==> config.mk <==
export PLATFORM = sky130hd
export DESIGN_NAME = cdb_broadcast_arbiter
export DESIGN_NICKNAME = d
export VERILOG_FILES = /design/src/rtl/cdb_broadcast_arbiter.sv
export SDC_FILE = /design/constraint.sdc
export NUM_CORES = 1
export LEC_CHECK = 0
export ABC_AREA = 0
export CORE_MARGIN = 1
export CORE_UTILIZATION = 30
export DETAILED_ROUTE_END_ITERATION = 8
export PLACE_DENSITY = 0.52
export SLEW_MARGIN = 10
export SYNTH_ARGS = -nofsm -noshare
export SYNTH_HDL_FRONTEND = slang
export SYNTH_SLANG_ARGS = --single-unit
==> constraint.sdc <==
create_clock -name clk -period 2.72 [get_ports clk]
set_input_delay 0.272 -clock clk [delete_from_list [all_inputs] [get_ports clk]]
set_output_delay 0.272 -clock clk [all_outputs]
set_load 0.02 [all_outputs]
==> src/rtl/cdb_broadcast_arbiter.sv <==
// CDB transmitter: per-source result FIFOs feeding a round-robin arbiter
// that drives one registered broadcast (tag, data, source) per cycle.
module cdb_broadcast_arbiter #(
    parameter int unsigned NUM_SRC = 4,
    parameter int unsigned TAG_W   = 3,
    parameter int unsigned DATA_W  = 4,
    parameter int unsigned DEPTH   = 2
) (
    input  logic                         clk,
    input  logic                         rst_n,
    input  logic                         flush,
    input  logic [NUM_SRC-1:0]           src_valid,
    output logic [NUM_SRC-1:0]           src_ready,
    input  logic [NUM_SRC*TAG_W-1:0]     src_tag,
    input  logic [NUM_SRC*DATA_W-1:0]    src_data,
    output logic                         cdb_valid,
    output logic [TAG_W-1:0]             cdb_tag,
    output logic [DATA_W-1:0]            cdb_data,
    output logic [$clog2(NUM_SRC)-1:0]   cdb_src
);

    localparam int unsigned SRC_W = $clog2(NUM_SRC);
    localparam int unsigned PTR_W = $clog2(DEPTH);
    localparam int unsigned CNT_W = PTR_W + 1;

    // FIFO storage and bookkeeping, one set per source
    logic [TAG_W-1:0]  mem_tag_q  [NUM_SRC][DEPTH];
    logic [TAG_W-1:0]  mem_tag_d  [NUM_SRC][DEPTH];
    logic [DATA_W-1:0] mem_data_q [NUM_SRC][DEPTH];
    logic [DATA_W-1:0] mem_data_d [NUM_SRC][DEPTH];
    logic [PTR_W-1:0]  wptr_q [NUM_SRC];
    logic [PTR_W-1:0]  wptr_d [NUM_SRC];
    logic [PTR_W-1:0]  rptr_q [NUM_SRC];
    logic [PTR_W-1:0]  rptr_d [NUM_SRC];
    logic [CNT_W-1:0]  cnt_q  [NUM_SRC];
    logic [CNT_W-1:0]  cnt_d  [NUM_SRC];

    // Arbitration pointer and broadcast register
    logic [SRC_W-1:0]  rr_ptr_q, rr_ptr_d;
    logic              cdb_valid_q, cdb_valid_d;
    logic [TAG_W-1:0]  cdb_tag_q, cdb_tag_d;
    logic [DATA_W-1:0] cdb_data_q, cdb_data_d;
    logic [SRC_W-1:0]  cdb_src_q, cdb_src_d;

    logic              grant_vld;
    logic [SRC_W-1:0]  grant_idx;

    // Ready depends only on the registered occupancy
    always_comb begin
        for (int i = 0; i < NUM_SRC; i++) begin
            src_ready[i] = (cnt_q[i] < CNT_W'(DEPTH));
        end
    end

    // Round-robin pick: scan from rr_ptr upward; descending loop lets the nearest candidate win
    always_comb begin
        logic [SRC_W-1:0] idx;
        grant_vld = 1'b0;
        grant_idx = '0;
        idx       = '0;
        for (int k = NUM_SRC - 1; k >= 0; k--) begin
            idx = SRC_W'((32'(rr_ptr_q) + 32'(k)) % NUM_SRC);
            if (cnt_q[idx] != '0) begin
                grant_vld = 1'b1;
                grant_idx = idx;
            end
        end
    end

    // Next-state: pushes, pop of the granted head, broadcast register, flush
    always_comb begin
        logic push;
        logic pop;
        mem_tag_d   = mem_tag_q;
        mem_data_d  = mem_data_q;
        wptr_d      = wptr_q;
        rptr_d      = rptr_q;
        cnt_d       = cnt_q;
        rr_ptr_d    = rr_ptr_q;
        cdb_valid_d = 1'b0;
        cdb_tag_d   = '0;
        cdb_data_d  = '0;
        cdb_src_d   = '0;
        push        = 1'b0;
        pop         = 1'b0;

        if (flush) begin
            for (int i = 0; i < NUM_SRC; i++) begin
                cnt_d[i]  = '0;
                wptr_d[i] = '0;
                rptr_d[i] = '0;
            end
        end else begin
            for (int i = 0; i < NUM_SRC; i++) begin
                push = src_valid[i] & src_ready[i];
                pop  = grant_vld && (32'(grant_idx) == 32'(i));
                if (push) begin
                    mem_tag_d[i][wptr_q[i]]  = src_tag[i*TAG_W +: TAG_W];
                    mem_data_d[i][wptr_q[i]] = src_data[i*DATA_W +: DATA_W];
                    wptr_d[i] = PTR_W'(wptr_q[i] + 1'b1);
                end
                if (pop) begin
                    rptr_d[i] = PTR_W'(rptr_q[i] + 1'b1);
                end
                case ({push, pop})
                    2'b10:   cnt_d[i] = CNT_W'(cnt_q[i] + 1'b1);
                    2'b01:   cnt_d[i] = CNT_W'(cnt_q[i] - 1'b1);
                    default: cnt_d[i] = cnt_q[i];
                endcase
            end
            if (grant_vld) begin
                cdb_valid_d = 1'b1;
                cdb_tag_d   = mem_tag_q[grant_idx][rptr_q[grant_idx]];
                cdb_data_d  = mem_data_q[grant_idx][rptr_q[grant_idx]];
                cdb_src_d   = grant_idx;
                rr_ptr_d    = SRC_W'((32'(grant_idx) + 32'd1) % NUM_SRC);
            end
        end
    end

    // State registers with synchronous active-low reset
    always_ff @(posedge clk) begin
        if (!rst_n) begin
            for (int i = 0; i < NUM_SRC; i++) begin
                for (int j = 0; j < DEPTH; j++) begin
                    mem_tag_q[i][j]  <= '0;
                    mem_data_q[i][j] <= '0;
                end
                wptr_q[i] <= '0;
                rptr_q[i] <= '0;
                cnt_q[i]  <= '0;
            end
            rr_ptr_q    <= '0;
            cdb_valid_q <= 1'b0;
            cdb_tag_q   <= '0;
            cdb_data_q  <= '0;
            cdb_src_q   <= '0;
        end else begin
            mem_tag_q   <= mem_tag_d;
            mem_data_q  <= mem_data_d;
            wptr_q      <= wptr_d;
            rptr_q      <= rptr_d;
            cnt_q       <= cnt_d;
            rr_ptr_q    <= rr_ptr_d;
            cdb_valid_q <= cdb_valid_d;
            cdb_tag_q   <= cdb_tag_d;
            cdb_data_q  <= cdb_data_d;
            cdb_src_q   <= cdb_src_d;
        end
    end

    assign cdb_valid = cdb_valid_q;
    assign cdb_tag   = cdb_tag_q;
    assign cdb_data  = cdb_data_q;
    assign cdb_src   = cdb_src_q;

endmodule

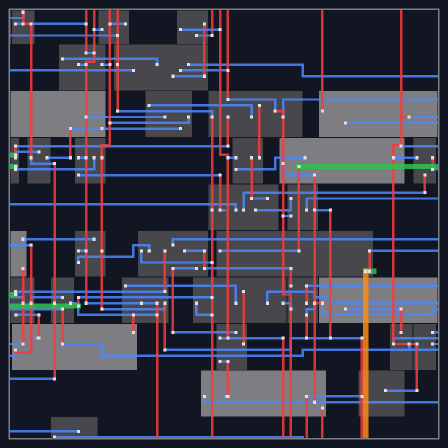
**Above:** a small window of the routed layout.
Region (45, 45) to (70, 70) um. Cells in grey, sequential cells in the stronger grey; small squares are vias.
blue -> met1
green -> met3
red -> met2
orange -> met4
cells with their middle in the window = 31
netlist names of flops here include = mem_data_q (4), cdb_data (2)
most frequent = a21oi_1 (9), dfxtp_1 (6), nand2_1 (5)
sequential cells in the window = 6

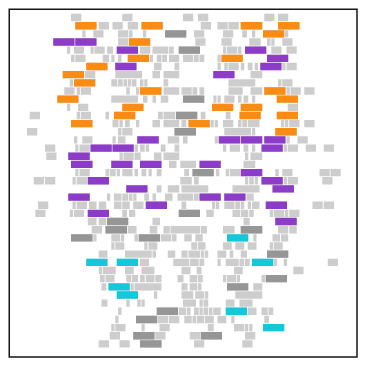
**Above:** register map, names as in the netlist.
Scale: 3 px per um. Other sequential cells in the stronger grey, the rest of the logic in the fainter grey.
cyan -> cnt_q  # placed flops 8, where bottom centre
orange -> mem_tag_q  # placed flops 24
purple -> mem_data_q  # placed flops 32
not coloured = 20
post-layout util: 38.1%
power dissipated in sequential cells: 1.47 mW
area occupied by registers: 1680 um2
Seq area share: 35.1%

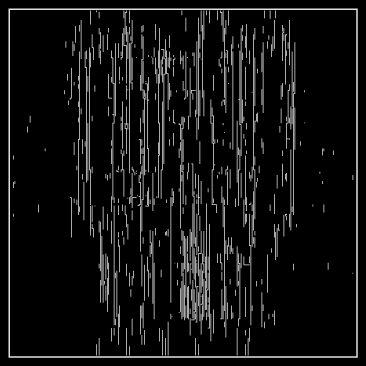
**Above:** signal wires on met2.
Scale: 3 px per um.
wire length on this layer = 3810 um
longest straight run = 45.2 um
nets with wire on the layer = 380
main direction = vertical
routed via count: 2943
M2 GR Usage: 21.4%
final WL: 8800 um

==> flow_summary.json <==
{
  "run_status": "complete, no violations",
  "worst_path_largest_cell_delay_ns": 0.49,
  "place_ws_ns": 0.403,
  "synth-xor-area-share_pct": 3.63,
  "power.share.combinational_pct": 43.7,
  "synthesized_netlist_net_count": 459,
  "critical_path.startpoint": "cnt_q[2]",
  "synth_warnings": 0,
  "worst_ep_arrival_time_ns": 2.58,
  "synth-simple-area-share_pct": 17.8,
  "synth_largest_type_area_fraction_pct": 43.6,
  "tightestPinTransition_ns": 0.672,
  "rsz0062_at_grt": "no",
  "ys_sh_aoi_pct": 15.7,
  "clockPowerShare_pct": 24.8,
  "post_layout_nonfiller_instances": 644,
  "hold_path_class": "reg2reg",
  "setup.worst_path.end_class": "flop",
  "synth.yosys.num_cells": 420,
  "comb_area_um2": 1980,
  "worst-setup-path-type": "reg2reg",
  "timing.critical_path.cells": "nor2_2 > or3_4 > and3_2 > nor2_2 > ha_1 > or3_1 > a21oi_1",
  "synth-edff-count": 0,
  "power_leader": "combinational logic",
  "cts.htree.levels": 3,
  "synth.comb.largest_family": "simple AND/OR/NAND/NOR gates",
  "tap_cells": 172,
  "syn_area_per_cell_um2": 9.18,
  "final_common_cell": "dfxtp_1",
  "wire_per_inst_um": 13.7,
  "detail-route-antenna-nets": 0,
  "largest_net_degree_at_the_start_of_global_routing": 58,
  "post-place-cells": 628,
  "total_number_of_nets_in_the_final_design": 506,
  "synth.lib_cells_used.distinct": 49,
  "core_util_floorplan_pct": 30.7,
  "clock_skew_ns": 0.00760,
  "io_pins": 49,
  "asyncSetResetFlopFracSynth_pct": 0,
  "hold_path_stages": 2,
  "ctsRootBufferMaster": "clkbuf_16",
  "drv_cap": 0,
  "timing.critical_path.mode_cell": "nor2_2",
  "met2_routed_length_um": 3810,
  "topCellsByArea": "dfxtp_1 (44%), mux2i_1 (11%), nor2_1 (6.3%)",
  "die-width_um": 115,
  "place.gp.congestion": 0.833,
  "finalHoldViolations": 0,
  "post_dp_cell_area_um2": 4500,
  "ys_ff": 84,
  "antenna_violations_before_repair": 0,
  "hold_path.startpoint": "mem_data_q[30]"
}
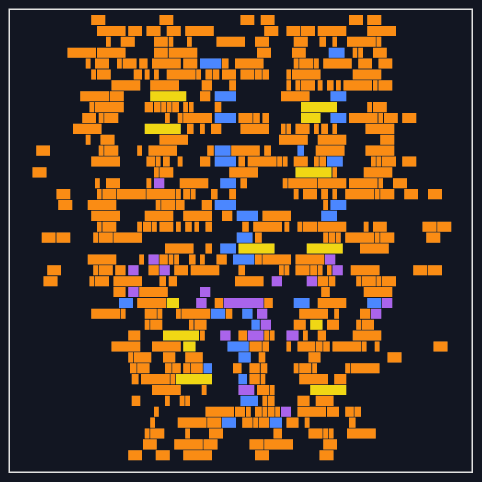
**Above:** sizing map.
Scale: 4 px per um.
blue -> drive 2  # cells 31, share 6.6%
yellow -> drive 6 and up  # cells 13, share 2.8%
purple -> drive 3 to 4  # cells 21, share 4.4%
orange -> drive 1 or less  # cells 407, share 86%
Area growth syn-to-layout: 24.1%
Setup WS post-layout: 0.391 ns
Final Cell Area: 4790 um2
non-clock buffer instance count of the final layout: 63

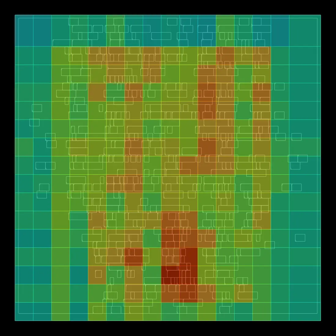
**Above:** routing congestion.
most crowded layer after global routing: met2
met3 track demand over resource in global routing: 3.06%
met1 usage: 19.1%
gr usage total: 14.1%

==> worst max-delay path: cells and delay by family, from the launching register on <==
family          cells  cell delay [ns]
simple gates        5             1.32
flops               1             0.49
fa+ha+maj           1             0.30
compound gates      1             0.14
==> layer usage <==
metal	up-vias	GRT usage (%)
li1	1542	-
met1	1324	19.1
met2	65	21.4
met3	12	3.06
met4	0	5.89
met5	-	0
==> sequential cells by signal, summed over array words and instances (netlist names) <==
register / flops
cdb_src: 2
mem_data_q: 32
cdb_valid: 1
rr_ptr_q: 2
wptr_q: 4
cnt_q: 8
cdb_data: 4
rptr_q: 4
mem_tag_q: 24
cdb_tag: 3
No activity file was given, so power comes from the tool's default toggle rates.
